`src/rtl/pdm_pkg.sv`:
```
// Shared types and defaults for the PDM microphone array scheduler.
package pdm_pkg;

  typedef enum logic [1:0] {
    IDLE = 2'd0,
    RUN  = 2'd1,
    STOP = 2'd2
  } state_t;

  localparam int PDM_DATA_W = 16;

endpackage

```
`src/rtl/pdm_clk_gen.sv`:
```
// Microphone clock divider with capture FSM and registered edge strobes.
module pdm_clk_gen
  import pdm_pkg::*;
#(
  parameter int CLK_DIV = 16
) (
  input  logic clk,
  input  logic rst,
  input  logic en,
  output logic pdm_clk,
  output logic smp_rise,
  output logic smp_fall,
  output logic active
);

  localparam int CW = (CLK_DIV > 2) ? $clog2(CLK_DIV) : 1;

  state_t        state;
  logic [CW-1:0] cnt;
  logic          wrap;

  assign wrap   = (cnt == CW'(CLK_DIV - 1));
  assign active = (state != IDLE);

  // STOP keeps the divider running so the mic sees a clean final falling edge
  always_ff @(posedge clk or posedge rst) begin
    if (rst) begin
      state    <= IDLE;
      cnt      <= '0;
      pdm_clk  <= 1'b0;
      smp_rise <= 1'b0;
      smp_fall <= 1'b0;
    end else begin
      smp_rise <= 1'b0;
      smp_fall <= 1'b0;
      case (state)
        IDLE: begin
          cnt     <= '0;
          pdm_clk <= 1'b0;
          if (en) state <= RUN;
        end
        RUN, STOP: begin
          if (wrap) begin
            cnt      <= '0;
            pdm_clk  <= ~pdm_clk;
            smp_rise <= ~pdm_clk;
            smp_fall <= pdm_clk;
          end else begin
            cnt <= cnt + 1'b1;
          end
          if (en)                   state <= RUN;
          else if (state == RUN)    state <= STOP;
          else if (wrap && pdm_clk) state <= IDLE;
        end
        default: state <= IDLE;
      endcase
    end
  end

endmodule

```
`src/rtl/pdm_array_sched.sv`:
```
// Collects per-channel decimator samples into hold registers and serialises
// them onto one ready/valid stream with round-robin arbitration.
module pdm_array_sched
  import pdm_pkg::*;
#(
  parameter int NUM_CH  = 4,
  parameter int CLK_DIV = 16,
  parameter int DATA_W  = PDM_DATA_W
) (
  input  logic                       clk,
  input  logic                       rst,
  input  logic                       en,
  output logic                       pdm_clk,
  output logic                       smp_rise,
  output logic                       smp_fall,
  input  logic [NUM_CH-1:0]          ch_valid,
  input  logic [NUM_CH*DATA_W-1:0]   ch_data,
  output logic                       m_valid,
  input  logic                       m_ready,
  output logic [DATA_W-1:0]          m_data,
  output logic [$clog2(NUM_CH)-1:0]  m_chan,
  output logic                       m_last,
  output logic [NUM_CH-1:0]          ovr,
  input  logic                       ovr_clr,
  output logic                       busy
);

  localparam int CW = $clog2(NUM_CH);

  logic              active;
  logic [DATA_W-1:0] hold [NUM_CH];
  logic [NUM_CH-1:0] pend;
  logic [CW-1:0]     last_grant;
  logic              load;
  logic              gnt_any;
  logic [CW-1:0]     gnt_idx;
  logic [NUM_CH-1:0] gnt_vec;
  logic [NUM_CH-1:0] ovr_set;
  logic [CW-1:0]     cand;
  int                c;

  pdm_clk_gen #(.CLK_DIV(CLK_DIV)) u_clk_gen (
    .clk      (clk),
    .rst      (rst),
    .en       (en),
    .pdm_clk  (pdm_clk),
    .smp_rise (smp_rise),
    .smp_fall (smp_fall),
    .active   (active)
  );

  assign load = !m_valid || m_ready;

  // Search starts just past the last winner so every channel gets a turn
  always_comb begin
    gnt_any = 1'b0;
    gnt_idx = '0;
    c       = 0;
    cand    = '0;
    for (int k = 1; k <= NUM_CH; k++) begin
      c    = (int'(last_grant) + k) % NUM_CH;
      cand = CW'(c);
      if (!gnt_any && pend[cand]) begin
        gnt_any = 1'b1;
        gnt_idx = cand;
      end
    end
  end

  always_comb begin
    gnt_vec = '0;
    if (load && gnt_any) gnt_vec[gnt_idx] = 1'b1;
  end

  // A channel being granted this cycle frees its slot, so a new sample is not an overrun
  assign ovr_set = ch_valid & pend & ~gnt_vec;

  always_ff @(posedge clk or posedge rst) begin
    if (rst) begin
      for (int i = 0; i < NUM_CH; i++) hold[i] <= '0;
      pend       <= '0;
      ovr        <= '0;
      m_valid    <= 1'b0;
      m_data     <= '0;
      m_chan     <= '0;
      last_grant <= CW'(NUM_CH - 1);
    end else begin
      for (int i = 0; i < NUM_CH; i++) begin
        if (ch_valid[i]) begin
          hold[i] <= ch_data[i*DATA_W +: DATA_W];
          pend[i] <= 1'b1;
        end else if (gnt_vec[i]) begin
          pend[i] <= 1'b0;
        end
      end
      ovr <= (ovr_clr ? '0 : ovr) | ovr_set;
      if (load) begin
        if (gnt_any) begin
          m_valid    <= 1'b1;
          m_data     <= hold[gnt_idx];
          m_chan     <= gnt_idx;
          last_grant <= gnt_idx;
        end else begin
          m_valid <= 1'b0;
        end
      end
    end
  end

  assign m_last = (m_chan == CW'(NUM_CH - 1));
  assign busy   = active || (|pend) || m_valid;

endmodule

```
`config.mk`:
```
export PLATFORM = sky130hd
export DESIGN_NAME = pdm_array_sched
export DESIGN_NICKNAME = d
export VERILOG_FILES = /design/src/rtl/pdm_pkg.sv /design/src/rtl/pdm_clk_gen.sv /design/src/rtl/pdm_array_sched.sv
export SDC_FILE = /design/constraint.sdc
export NUM_CORES = 1
export LEC_CHECK = 0
export ABC_AREA = 1
export CAP_MARGIN = 20
export CORE_UTILIZATION = 30
export DETAILED_ROUTE_END_ITERATION = 7
export GPL_TIMING_DRIVEN = 0
export MAX_ROUTING_LAYER = met4
export PLACE_DENSITY = 0.57
export SLEW_MARGIN = 0
export SYNTH_ARGS = -nofsm -noshare
export SYNTH_HDL_FRONTEND = slang
export SYNTH_SLANG_ARGS = --single-unit
```
`constraint.sdc`:
```
create_clock -name clk -period 8.3 [get_ports clk]
set_clock_uncertainty 0.05 [all_clocks]
set_input_delay 1.66 -clock clk [delete_from_list [all_inputs] [get_ports clk]]
set_output_delay 1.66 -clock clk [all_outputs]
set_load 0.05 [all_outputs]
```
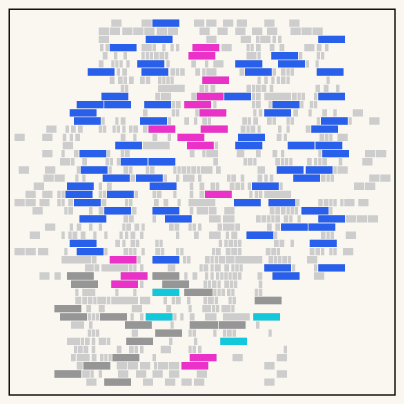
**Above:** sequential cells grouped by signal name.
Drawn at 3 px/µm. Other sequential cells in the stronger gray, the rest of the logic in the fainter gray.
[cyan] ovr | placed flops: 4 | where: bottom middle
[blue] hold | placed flops: 64
[magenta] m_data | placed flops: 16
not colored: 18
FF+latch area: 0.002555 mm²
P_seq: 676 µW
Final Util: 0.4120

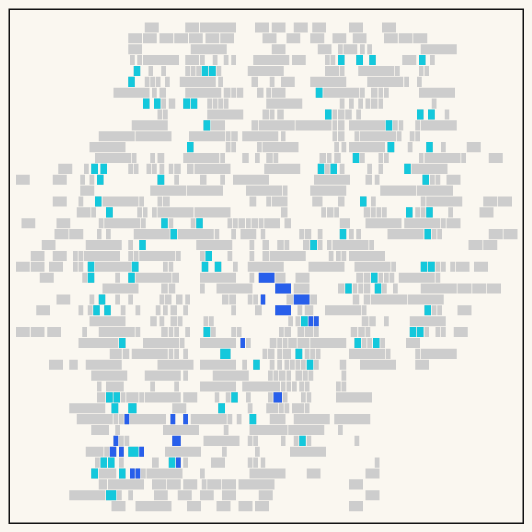
**Above:** gate-type map.
Drawn at 4 px/µm.
[blue] nor cells | cells: 20
[cyan] aoi and oai cells | cells: 84 | where: widely spread
Top cell excl fill/tap: nand2_1
Final Non-Filler Cells: 926

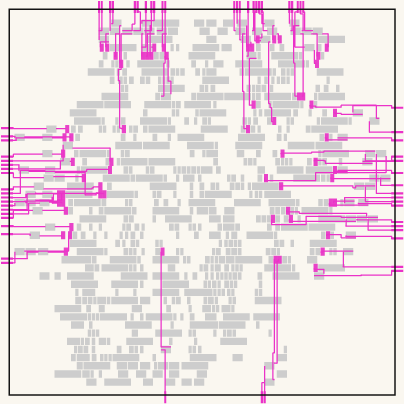
**Above:** nets reached from selected ports.
Drawn at 3 px/µm.
[magenta] ch_data | bits: 64 | direction: input | edge: 24 top, 20 left, 17 right, 3 bottom | end cells: 64 | wire: 1710 µm
number of buffers added on ports: 100
I/O pin count: 101

==> run notes <==
impl run done, here's what came out: Unique cell types=31, Floorplan Nets=675, Clock Sinks=between 100 and 150, Root Driver=clkbuf_16, total wire length=12920 µm, Crit path depth=3, all-layer global routing usage=0.1746, Cell Area, Synth=0.004772 mm², layer with the highest usage=met2, Post-synth seq share=0.5354, post-CTS setup buffer count=0, met2 usage=0.2762, CP Cell Sequence=nor4_1, nand3_1, clkdlybuf4s50_1, Async SR Flop Fraction=1.000, PwrDens=~380 mW/mm², Critical path buffers and inverters=1, AO/OA Area Share=0.09177, post-cts resize count=0, Tmin final=just under 4 ns, highest-delay cell along the critical path=clkdlybuf4s50_1, DP Wirelength=9929 µm, RSZ-0062 raised after global routing=false, ys flops=102, share of power burned in registers=0.284, Syn Area/Cell=7.980 µm², chip area line of the yosys report=0.004772 mm², Via Count=about 4.2k, Synth Area in Simple Gates=0.2588, Clock Power Share=0.163, CTS tree=yes, hold buffers post-CTS=0, WL met2=6116 µm, Wirelength per Cell=13.95 µm, top comb family, area=simple AND/OR/NAND/NOR gates, Leakage=0.003103 µW, Worst path top cell family by delay=simple AND/OR/NAND/NOR gates, status=complete, no violations
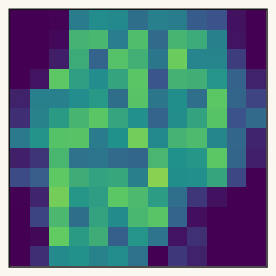
**Above:** cell area per tile.
Drawn at 2 px/µm. The die is cut into 13 by 13 equal tiles; dark purple is low, yellow is high, 0 to 100% covered.
emptiest ninth of the die: bottom right
tiles over 75% full: 3.6%
mean over tiles: 37%
nearly empty tiles: 17%
floorplan utilization: 0.3105
core area: 0.01537 mm²

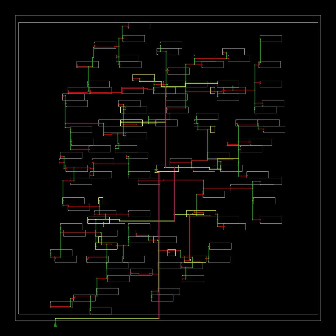
**Above:** clock nets.
Clock group: 389 µW
CTS buffer count: 9
Skew-Pair Late Insertion Delay: 0.35 ns
CLK BUF: 10

[sequential cells by signal, indices dropped and copies added (netlist names)]
register / count
m_valid: 1
m_chan: 2
u_clk_gen.smp_rise: 1
u_clk_gen.pdm_clk: 1
m_data: 16
pend: 4
hold: 64
u_clk_gen.state: 2
u_clk_gen.smp_fall: 1
ovr: 4
u_clk_gen.cnt: 4
last_grant: 2
[cells in the final DEF, fill, tap and decap left out, types with 2 or more instances in the layout]
cell             netlist  layout
dfrtp_1              100     100
nor2_1                13      13
ha_1                   4       4
nand3_1               62      62
clkbuf_16              0       9
inv_1                 86      85
a21oi_1                6       6
nand2_1              201     201
clkbuf_1              12      13
inv_6                  1       2
buf_2                  5       5
nand4_1                2       2
dfstp_2                2       2
buf_6                  4       4
nand2_2                3       3
clkdlybuf4s50_1        0     100
clkinv_2               1       5
buf_4                  3       3
inv_2                  3       3
o21bai_1               2       2
o21ai_0               73      73
nor2_4                 4       4
[per-stage QoR]
stage / power (µW) / area, µm²
floorplan: 1598 / 4772
CTS: 2396 / 6334
finish: 2380 / 6334
global route: 2571 / 6334
detailed placement: 1997 / 6067
global placement: 1969 / 6037
[worst paths after layout]
check / start / to / slack [ns]
min reg2reg: u_clk_gen.pdm_clk$_DFFE_PP0P_ / u_clk_gen.smp_rise$_DFF_PP0_ / 0.42
max: pend[3]$_DFFE_PP0P_ / busy / 4.34
min in group asynchronous: rst / u_clk_gen.cnt[1]$_DFFE_PP0P_ / 1.61
max in group asynchronous: rst / hold[8]$_DFFE_PP0P_ / 5.91
max reg2reg: last_grant[0]$_DFFE_PP1P_ / m_data[15]$_DFFE_PP0P_ / 6.08
min: u_clk_gen.pdm_clk$_DFFE_PP0P_ / u_clk_gen.smp_rise$_DFF_PP0_ / 0.42
[cell type report]
class,count,share of cell area
buffer,24,0.02173
clock buffer,10,0.03615
clock inverter,6,0.005927
inverter,91,0.05531
multi-input combinational,381,0.2734
sequential,102,0.4034
tap,211,0.04168
timing repair buffer,101,0.1624
[worst register-to-register path, stage by stage (launching register included)]
cell     delay [ns]
dfstp_2        0.53
buf_6          0.13
inv_6          0.05
nand2_1        0.07
nand2_1        0.08
nand2_1        0.09
a21oi_1        0.05
a21oi_1        0.24
nand2_1        0.14
nor2_4         0.24
nor2_4         0.07
buf_4          0.17
nand3_1        0.12
nand3_1        0.08
[Yosys cell counts (4+ instances only)]
master | number | area, µm²
dfrtp_1 | 100 | 2502
nand2_1 | 201 | 754.5
nor2_4 | 4 | 45.04
buf_6 | 4 | 45.04
a21oi_1 | 6 | 30.03
nand3_1 | 62 | 310.3
o21ai_0 | 73 | 365.4
inv_1 | 86 | 322.8
buf_2 | 5 | 25.02
nor2_1 | 13 | 48.80
clkbuf_1 | 12 | 45.04
ha_1 | 4 | 50.05
[power groups by stage]
stage	clock network, µW	logic, µW	registers [µW]
after global placement	0	1290	683
after global routing	421	1460	689
after CTS	401	1320	677
after floorplan	0	747	851
after detailed placement	0	1310	686
final	389	1310	676
[logic make-up after synthesis]
family	Yosys count
flip-flops	102
buffers and inverters	115
XOR/XNOR	1
adder cells (fa/ha/maj)	4
AND-OR/OR-AND	85
AND/OR/NAND/NOR	291
Power is estimated from default activity; no workload was simulated.
